[src/rtl/l2_arb_pkg.sv]
// Shared types and default widths for the L2 port arbiter.
package l2_arb_pkg;

    localparam int unsigned ADDR_W_DEF = 32;
    localparam int unsigned LINE_W_DEF = 128;

    typedef enum logic [1:0] {
        IDLE  = 2'd0,
        ISSUE = 2'd1,
        RESP  = 2'd2
    } state_e;

    typedef enum logic {
        OWN_IC = 1'b0,
        OWN_DC = 1'b1
    } owner_e;

endpackage

[src/rtl/l2_arb_grant.sv]
// Grant selection between icache and dcache.
// L2_ARB_RR_EN selects round-robin; otherwise dcache has fixed priority.
module l2_arb_grant
    import l2_arb_pkg::*;
(
    input  logic   clk,
    input  logic   rst,
    input  logic   ic_req,
    input  logic   dc_req,
    input  logic   accept,
    output owner_e grant
);

`ifdef L2_ARB_RR_EN
    owner_e last_grant_q;

    // Reset to icache so dcache wins the first contention.
    always_ff @(posedge clk) begin
        if (rst) begin
            last_grant_q <= OWN_IC;
        end else if (accept) begin
            last_grant_q <= grant;
        end
    end

    always_comb begin
        grant = OWN_DC;
        if (ic_req && dc_req) begin
            grant = (last_grant_q == OWN_DC) ? OWN_IC : OWN_DC;
        end else if (ic_req) begin
            grant = OWN_IC;
        end
    end
`else
    logic unused_grant;
    assign unused_grant = ^{clk, rst, accept};

    always_comb begin
        grant = OWN_DC;
        if (ic_req && !dc_req) begin
            grant = OWN_IC;
        end
    end
`endif

endmodule

[src/rtl/l2_port_arbiter.sv]
// Two-master (icache, dcache) to one-slave (L2) Avalon arbiter, one transaction in flight.
// Grant policy selected by L2_ARB_RR_EN (round-robin) or fixed dcache priority by default.
module l2_port_arbiter
    import l2_arb_pkg::*;
#(
    parameter int unsigned ADDR_W = ADDR_W_DEF,
    parameter int unsigned LINE_W = LINE_W_DEF
) (
    input  logic              clk,
    input  logic              rst,
    input  logic [ADDR_W-1:0] i_ic_addr,
    input  logic              i_ic_read,
    output logic [LINE_W-1:0] o_ic_readdata,
    output logic              o_ic_readdata_valid,
    output logic              o_ic_waitrequest,
    input  logic [ADDR_W-1:0] i_dc_addr,
    input  logic [LINE_W-1:0] i_dc_writedata,
    input  logic              i_dc_read,
    input  logic              i_dc_write,
    output logic [LINE_W-1:0] o_dc_readdata,
    output logic              o_dc_readdata_valid,
    output logic              o_dc_waitrequest,
    output logic [ADDR_W-1:0] o_l2_addr,
    output logic [3:0]        o_l2_byte_en,
    output logic [LINE_W-1:0] o_l2_writedata,
    output logic              o_l2_read,
    output logic              o_l2_write,
    input  logic [LINE_W-1:0] i_l2_readdata,
    input  logic              i_l2_readdata_valid,
    input  logic              i_l2_waitrequest
);

    state_e            state_q, state_d;
    owner_e            owner_q, grant;
    logic [ADDR_W-1:0] addr_q;
    logic [LINE_W-1:0] data_q;
    logic              op_write_q;
    logic              ic_req, dc_req, accept;

    assign ic_req = i_ic_read;
    assign dc_req = i_dc_read | i_dc_write;
    assign accept = (state_q == IDLE) && !rst && (ic_req || dc_req);

    l2_arb_grant u_grant (
        .clk    (clk),
        .rst    (rst),
        .ic_req (ic_req),
        .dc_req (dc_req),
        .accept (accept),
        .grant  (grant)
    );

    assign o_ic_readdata = i_l2_readdata;
    assign o_dc_readdata = i_l2_readdata;
    assign o_l2_byte_en  = 4'b1111;

    always_comb begin
        state_d             = state_q;
        o_ic_waitrequest    = 1'b1;
        o_dc_waitrequest    = 1'b1;
        o_l2_read           = 1'b0;
        o_l2_write          = 1'b0;
        o_l2_addr           = '0;
        o_l2_writedata      = '0;
        o_ic_readdata_valid = 1'b0;
        o_dc_readdata_valid = 1'b0;
        unique case (state_q)
            IDLE: begin
                if (!rst) begin
                    o_dc_waitrequest = !(dc_req && grant == OWN_DC);
                    o_ic_waitrequest = !(ic_req && grant == OWN_IC);
                end
                if (accept) begin
                    state_d = ISSUE;
                end
            end
            ISSUE: begin
                o_l2_read      = !rst && !op_write_q;
                o_l2_write     = !rst && op_write_q;
                o_l2_addr      = rst ? '0 : addr_q;
                o_l2_writedata = rst ? '0 : data_q;
                if (!i_l2_waitrequest) begin
                    state_d = op_write_q ? IDLE : RESP;
                end
            end
            RESP: begin
                // Response strobe is forwarded in the same cycle it arrives.
                if (i_l2_readdata_valid && !rst) begin
                    o_dc_readdata_valid = (owner_q == OWN_DC);
                    o_ic_readdata_valid = (owner_q == OWN_IC);
                end
                if (i_l2_readdata_valid) begin
                    state_d = IDLE;
                end
            end
            default: state_d = IDLE;
        endcase
    end

    always_ff @(posedge clk) begin
        if (rst) begin
            state_q    <= IDLE;
            owner_q    <= OWN_IC;
            addr_q     <= '0;
            data_q     <= '0;
            op_write_q <= 1'b0;
        end else begin
            state_q <= state_d;
            if (accept) begin
                owner_q <= grant;
                if (grant == OWN_DC) begin
                    addr_q     <= i_dc_addr;
                    data_q     <= i_dc_writedata;
                    op_write_q <= i_dc_write;
                end else begin
                    addr_q     <= i_ic_addr;
                    data_q     <= '0;
                    op_write_q <= 1'b0;
                end
            end
        end
    end

endmodule

[config.mk]
export PLATFORM = sky130hd
export DESIGN_NAME = l2_port_arbiter
export DESIGN_NICKNAME = d
export VERILOG_FILES = /design/src/rtl/l2_arb_pkg.sv /design/src/rtl/l2_arb_grant.sv /design/src/rtl/l2_port_arbiter.sv
export SDC_FILE = /design/constraint.sdc
export NUM_CORES = 1
export LEC_CHECK = 0
export CORE_AREA = 2 2 292 294
export CTS_CLUSTER_DIAMETER = 100
export DETAILED_ROUTE_END_ITERATION = 8
export DIE_AREA = 0 0 294 296
export PLACE_DENSITY_LB_ADDON = 0.3
export SYNTH_ARGS = -nofsm -noshare
export SYNTH_HDL_FRONTEND = slang
export SYNTH_HIERARCHICAL = 1
export SYNTH_SLANG_ARGS = --single-unit
[constraint.sdc]
create_clock -name clk -period 2.74 [get_ports clk]
set_input_delay 0.548 -clock clk [delete_from_list [all_inputs] [get_ports clk]]
set_output_delay 0.548 -clock clk [all_outputs]
set_load 0.05 [all_outputs]
Run 1, congestion heat map:
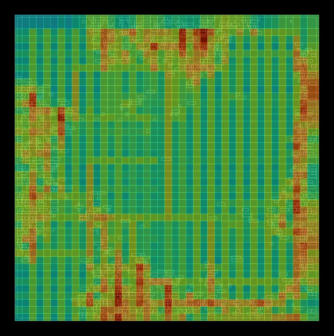
met1 Use GR: 0.107
post-layout util: 0.179
met2 Usage GRT: 0.142
met3 Resource Use GR: 0.0440
GRT busiest layer: met2

Run 1, placement density heat map:
The die is cut into 29 by 30 equal tiles; dark blue is low, red is high, 0 to 100% covered.
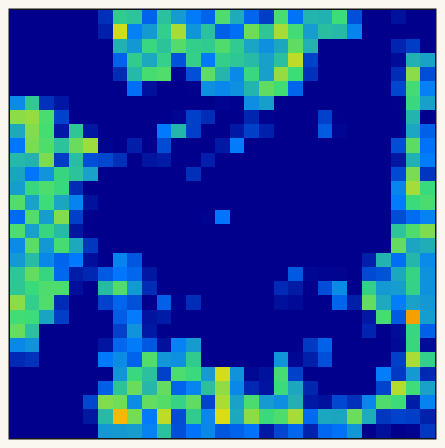
fullest tile	82%
densest ninth of the die	top middle
emptiest ninth of the die	middle
tiles over 75% full	0.20%
mean over tiles	16%

Run 1, clock wires, drivers and flops:
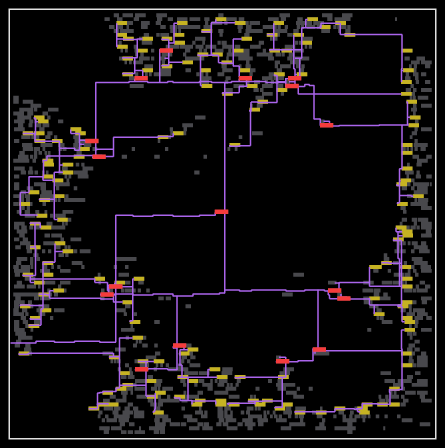
[clock drivers] red | count: 17
[flip-flops] yellow | count: 164
[clock wires] purple | length: 3560 um
routed clock nets	18

==> impl_metrics.csv, run 1 <==
group,metric,value,unit
power,power_frac_seq,0.389,
placement,placed_area,0.0144,mm^2
synth,postSynth.asyncResetShare,0,
placement,port_buffers,364,
global_route,grt_max_degree,86,
global_route,grt_pass1_wl,60800,um
clocking,h-tree-depth,4,
synth,ys_cells,1230,
power,p_per_area,450,mW/mm^2
power,max-vdd-ir-drop,0.433,mV
worst_setup_path,cp.arrival,2.05,ns
final_layout,nNetsFinal,1575,
sta,whs,0.296,ns
power,switching_power,2.17,mW
placement,dp_hpwl,29500,um
sta,setup_viol,0,
sta,slew_viol_final,0,
hold_path,hold_path_class,"in2reg",
run_status,status,"completed",
sta,slew_headroom,0.359,
worst_setup_path,worstReg2RegStart,"state_q[0]$_SDFFE_PP0P_",
clocking,cts_sinks,164,
synth,ys_ff,164,
synth,synth.avg_cell_area,8.13,um^2
final_layout,num-fill-cells,9298,
sta,min_period_over_period,0.948,
route,drtPass1Iterations,5,
clocking,ctsResizeCount,0,
job,max_cap_violations,0,
synth,largest_area_cell,"dfxtp_1",
power,p_int,4.62,mW
sta,max_freq,385,MHz
sta,rsz0062_at_grt,"false",
power,swShare,0.319,
final_layout,finalNonFillerCells,2356,
floorplan,die_y,296,um
power,combPwrFrac,0.222,
placement,dp.cells,2319,
synth,yosys-top-cells-area,"dfxtp_1, buf_4, and3_1, a21oi_1, nand4_1",
floorplan,initCoreUtil,0.119,
worst_setup_path,crit_required,2.19,ns
floorplan,die_area,0.0870,mm^2
placement,finalWeightedCongestion,0.714,
synth,syn_area,0.0100,mm^2
run 1: layout by cell type (no fill, tap or decap), types with 2 or more instances in the layout:
cell	count
a211oi_1	23
a211oi_2	9
a21oi_1	162
and3_1	162
buf_12	180
buf_4	16
bufinv_16	2
clkbuf_16	17
clkdlybuf4s50_1	197
clkinv_4	3
clkinvlp_4	2
conb_1	4
dfxtp_1	163
diode_2	5
inv_6	4
mux2i_1	32
nand2b_1	2
nand3_1	3
nand4_1	128
o21ai_0	94
o21ai_1	36
or3_4	2
run 1: how the worst min path moves through the flow:
stage / start / end / slack, ns / cells after the start
finish: rst / state_q[1]$_SDFFE_PP0P_ / 0.30 / 2
global route: rst / data_q[19]$_SDFFE_PP0P_ / 0.25 / 2
detailed placement: data_q[8]$_SDFFE_PP0P_ / data_q[8]$_SDFFE_PP0P_ / 0.46 / 2
CTS: rst / state_q[1]$_SDFFE_PP0P_ / 0.23 / 2
global placement: data_q[34]$_SDFFE_PP0P_ / data_q[34]$_SDFFE_PP0P_ / 0.46 / 2
floorplan: data_q[118]$_SDFFE_PP0P_ / data_q[118]$_SDFFE_PP0P_ / 0.45 / 2
run 1: metal layers:
layer / vias up / global-route usage / part of all wire
met5: - / 0.00499 / 0.00023
met4: 2 / 0.0594 / 0.047
met3: 126 / 0.0440 / 0.10
met2: 451 / 0.142 / 0.46
met1: 4315 / 0.107 / 0.39
li1: 4203 / - / -
run 1: worst max-delay path, stage by stage, from the launching register on:
cell	delay (ns)
dfxtp_4	0.69
buf_12	0.35
and3_1	0.34
buf_12	0.17
run 1: area by class of cell:
type | instances | area [um^2] | share of cell area
Tap cell | 1090 | 1360 | 0.0905
Antenna cell | 5 | 12.5 | 0.000831
Timing Repair Buffer | 394 | 5710 | 0.379
Sequential cell | 164 | 3290 | 0.218
Clock buffer | 18 | 439 | 0.0292
Clock inverter | 14 | 169 | 0.0112
Multi-Input combinational cell | 671 | 4080 | 0.271
run 1: registers in the layout, indices dropped and copies added, names as in the netlist:
signal / flops
addr_q: 32
state_q: 2
op_write_q: 1
owner_q: 1
data_q: 128
run 1: kinds of logic (layout without fill, tap and decap cells):
group | after synthesis | in the layout | share of synthesized area
AOI/OAI and AO/OA | 326 | 326 | 0.177
buffers and inverters | 398 | 426 | 0.267
DFF | 164 | 164 | 0.328
muxes | 32 | 32 | 0.0320
other | 1 | 9 | 0.000375
and+or+nand+nor | 309 | 309 | 0.196
run 1: power groups by stage:
stage | Combinational (mW) | Clock [mW] | Sequential (mW)
2_1_floorplan | 1.81 | 0 | 2.65
3_3_place_gp | 1.52 | 0 | 2.69
3_5_place_dp | 1.53 | 0 | 2.69
4_1_cts | 1.53 | 2.81 | 2.64
5_1_grt | 1.62 | 2.88 | 2.66
6_report | 1.51 | 2.64 | 2.64
--- run 2 (diff from run 1) ---
--- a/config.mk
+++ b/config.mk
@@ -5,10 +5,12 @@
 export SDC_FILE = /design/constraint.sdc
 export NUM_CORES = 1
 export LEC_CHECK = 0
-export CORE_AREA = 2 2 292 294
+export CAP_MARGIN = 20
+export CORE_AREA = 2 2 294 296
 export CTS_CLUSTER_DIAMETER = 100
 export DETAILED_ROUTE_END_ITERATION = 8
-export DIE_AREA = 0 0 294 296
+export DIE_AREA = 0 0 296 298
+export DONT_BUFFER_PORTS = 1
 export PLACE_DENSITY_LB_ADDON = 0.3
 export SYNTH_ARGS = -nofsm -noshare
 export SYNTH_HDL_FRONTEND = slang
Run 2, clock wires, drivers and flops:
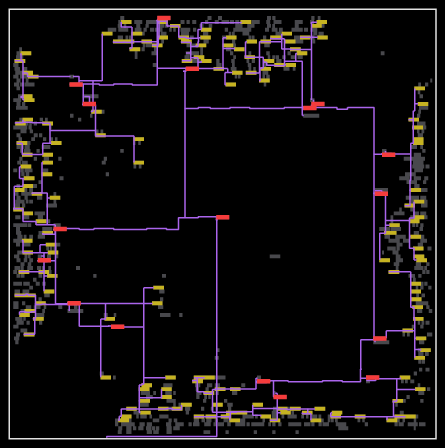
[flip-flops] yellow | count: 164
[clock drivers] red | count: 17
[clock wires] purple | length: 3520 um
routed clock nets	18
Latency at later pin: 0.49 ns
clock share of power: 0.435

Run 2, logic cells by family:
Bar = 100 um.
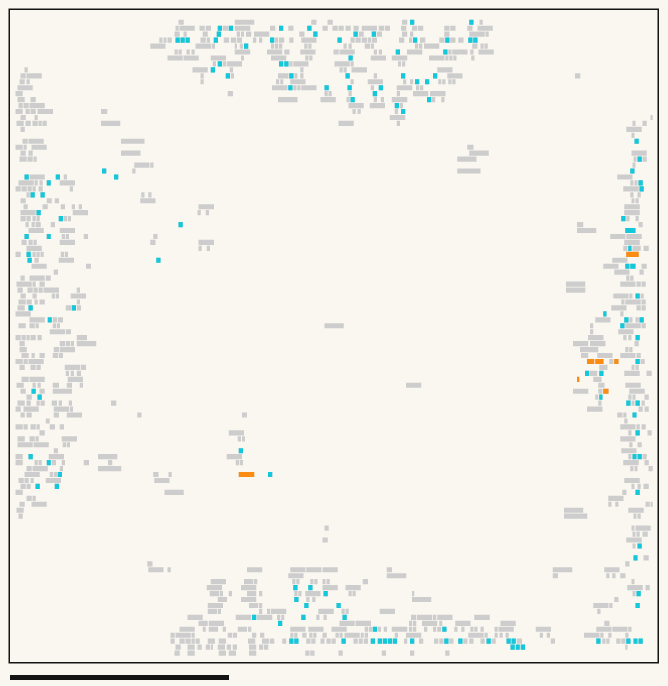
family	colour	cells	where
NOR gates	orange	7	right middle
NAND gates	cyan	135	all over the die
logic share of the area: 0.403
most frequent logic cell in the layout: dfxtp_1
non-filler cells, final: 2092

==> impl_metrics.csv, run 2 <==
group,metric,value,unit
run_status,status,"completed",
worst_setup_path,crit_chain,"nor2_4 -> buf_12 -> and3_1",
synth,ys_ff,164,
global_route,grt_pass1_wl,54300,um
synth,yosys-top-cells-area,"dfxtp_1, buf_4, and3_1, a21oi_1, nand4_1",
sta,min_period_over_period,0.936,
synth,syn_area,0.0100,mm^2
sta,slew_viol_final,0,
sta,rsz0062_at_grt,"false",
final_layout,num-fill-cells,9833,
placement,placed_area,0.00955,mm^2
sta,slew_headroom,0.562,
worst_setup_path,crit_slowest_cell,"and3_1",
worst_setup_path,crit_required,2.19,ns
sta,max_freq,390,MHz
final_layout,reg_top3,"data_q (128), addr_q (32), state_q (2)",
job,max_cap_violations,0,
final_layout,nNetsFinal,1259,
placement,finalWeightedCongestion,0.681,
final_layout,largest_reg_flops,128,
sta,setup_viol,0,
hold_path,hold_path_class,"in2reg",
synth,largest_area_cell,"dfxtp_1",
synth,synth.avg_cell_area,8.13,um^2
worst_setup_path,cp_slowest_stage_delay,0.57,ns
global_route,grt_max_degree,168,
Run 2, placement density heat map:
The die is cut into 30 by 30 equal tiles; dark blue is low, red is high, 0 to 100% covered.
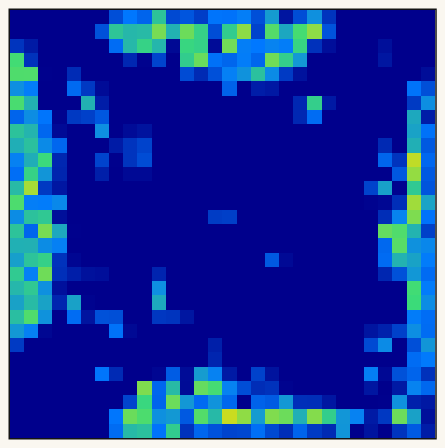
post-layout util: 0.121
FP Util: 0.118
Core ar.: 0.0849 mm^2

-- run 2: path summary, 6_finish.rpt --
path	end	start	slack, ns	cells after the start
setup / recovery	o_l2_writedata[13]	state_q[1]$_SDFFE_PP0P_	0.18	3
setup reg to reg	data_q[5]$_SDFFE_PP0P_	state_q[1]$_SDFFE_PP0P_	0.75	5
hold / removal	data_q[45]$_SDFFE_PP0P_	rst	0.13	1
hold reg to reg	data_q[43]$_SDFFE_PP0P_	data_q[43]$_SDFFE_PP0P_	0.47	2
-- run 2: layout make-up --
type / count / area share
multi-input cells: 671 / 0.403
flip-flops and latches: 164 / 0.320
well taps: 1144 / 0.139
repair buffers: 78 / 0.0732
clock buffers: 22 / 0.0473
clock inverters: 10 / 0.0166
diodes: 3 / 0.000731
-- run 2: metrics by stage --
stage | hold slack, ns | std cells
6_report | 0.134 | 2092
4_1_cts | 0.0532 | 2089
2_1_floorplan | 0.449 | 1233
3_5_place_dp | 0.460 | 2057
5_1_grt | 0.0649 | 2091
3_3_place_gp | 0.452 | 2057
-- run 2: worst reg2reg max path, cell delays in order (launching register included) --
cell and delay [ns]:
dfxtp_1 0.38, nor3_2 0.56, buf_12 0.31, buf_4 0.26, nand4_1 0.22, a21oi_1 0.19
-- run 2: logic make-up after synthesis --
group	after synthesis	share of synthesized area
other	1	0.000375
AND-OR/OR-AND	326	0.177
multiplexers	32	0.0320
flip-flops	164	0.328
AND/OR/NAND/NOR	309	0.196
buffers and inverters	398	0.267
-- run 2: power by group --
group | leakage (nW) | switching, mW | internal [mW]
combinational | 2.24 | 0.698 | 0.283
sequential | 1.34 | 0.0907 | 2.55
clock | 0.312 | 1.15 | 1.63
-- run 2: what timing repair did --
item | CTS | global route
gates resized | 42 | 3
setup buffers | 0 | 0
setup endpoints to repair | 44 | 50
-- run 2: per-layer routing --
layer	GRT usage	wire length, um	part of all wire	vias to the layer above
met1	0.0877	14200	0.37	3823
met2	0.133	18200	0.47	384
li1	-	-	-	3557
met5	0.00665	59	0.0015	-
met3	0.0390	3770	0.098	126
met4	0.0617	2190	0.057	6
Power figures rest on the tool's default switching activity, not on a simulated workload.
